Design ahb_lite_master_if, sky130hd; sources not shown.
### Congestion heat map

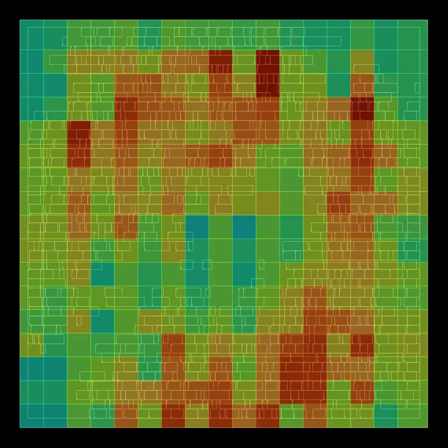
GRT Overall Usage: 23.2%
grt met1 use: 28.5%
GRT met3 Usage: 6.18%
GR Util met2: 38.6%
post-layout util: 65.5%

### Sizing map

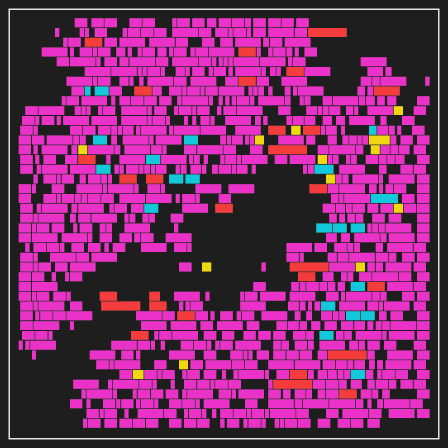
| size | colour | cells | share | most used |
|---|---|---|---|---|
| x3 and x4 | yellow | 13 | 1.5% | buf_4 |
| x2 | cyan | 21 | 2.4% | mux2_2 |
| x6 and larger | red | 28 | 3.3% | clkbuf_8 |
| x1 and smaller | magenta | 799 | 93% | clkdlybuf4s50_1 |
worst setup margin: 0.482 ns
area delta synth->final: 43.6%

==> reports/results.txt <==
ys async rst share: 0%
Synth mux share: 16.4%
adder-cell share of the synthesized area: 0.210%
clk_skew: 0.00983 ns
number of enable flip-flop cells: 0
post-DR wirelength/cell: 15.8 µm
largest net degree at the start of global routing: 89
synth warn: 0
cts repair resizes: 0
Met1 Routed Length: 6670 µm
gpl congestion: 0.861
combinational cell fraction of total power: 14.3%
total CTS buffers: 17
Comb power: 436 µW
unrepaired setup endpoints after global routing: false
min cycle time layout: 3.93 ns
XOR Share, Synth: 0%
Die Y: 119 µm
# clock sinks: 139
post-route cell area: 8560 µm²
chip area: 14,200 µm²
max layer used: met4
Mapped Avg Cell Area: 8.96 µm²
Peak VDD IR: 0.203 mV
Pwr top: registers
total placed instance area: 8060 µm²
final WL: 16,400 µm
Starting DRT DRC Count: 623
# hold bufs at CTS: 0
vias per cell: 5.21
CP max FO: 6
Floorplan Utilization: 45.6%
CTS Root Cell: clkbuf_8
slew margin rel.: 46.3%
Top non-seq family: simple AND/OR/NAND/NOR gates
top_reg_cell synth: dfxtp_1
Basic Gates by Area: 21.1%
Leak Pwr: 0.00318 µW
total congestion overflow: 0
post-route ant nets: 0
top cells by count, synth: nand2_1, dfxtp_1, mux2i_1
pin slew with the least headroom to its limit: 0.806 ns
seq pwr: 1350 µW
routed length on met2: 8080 µm
cell internal pwr: 2330 µW
num ports: 215
first-pass GRT wire length: 26,000 µm
aoi share: 10.2%
Max Fclk: 255 MHz
Top cell area share: 46.7%
top cells by area: dfxtp_1, mux2i_1, nand2_1
WP data arrival: 2.83 ns
synthesized netlist cell count: 666
distinct cell type count after synthesis: 41
Longest Clk Path Bufs: 2
initial antenna violation count: 0
yosys stat cell total: 666
worst hold slack: 0.455 ns
status: finished clean
pre-CTS setup slack: 0.502 ns
Worst Reg2Reg Path Length in Cells: 4
WP data required: 3.31 ns
Final setup viols: 0
Tool Warnings: 26
Netlist Area Pre-Place: 5960 µm²
Die Wd: 119 µm
clock share of power: 41.7%
WS Path Type: input pin to output pin
==> metrics by stage <==
step	util (%)	std cells	power (µW)
after floorplan	-	671	1600
after global placement	61.6	1005	1800
after detailed placement	61.6	1005	1810
after CTS	65.5	1037	3080
after global routing	65.5	1037	3180
final	65.5	1037	3060
==> cell type report <==
| type | instances | area, µm² |
|---|---|---|
| Multi-Input combinational cell | 470 | 2890 |
| Clock buffer | 22 | 290 |
| Fill cell | 984 | 4520 |
| Inverter | 4 | 15.0 |
| Timing Repair Buffer | 216 | 2150 |
| Sequential cell | 139 | 2780 |
| Tap cell | 176 | 220 |
| Clock inverter | 10 | 210 |
==> worst max-delay path: stages <==
cell and delay (ns):
clkdlybuf4s50_1 0.51, or3b_1 0.46, inv_1 0.19, clkdlybuf4s50_1 0.56
Power figures rest on the tool's default switching activity, not on a simulated workload.
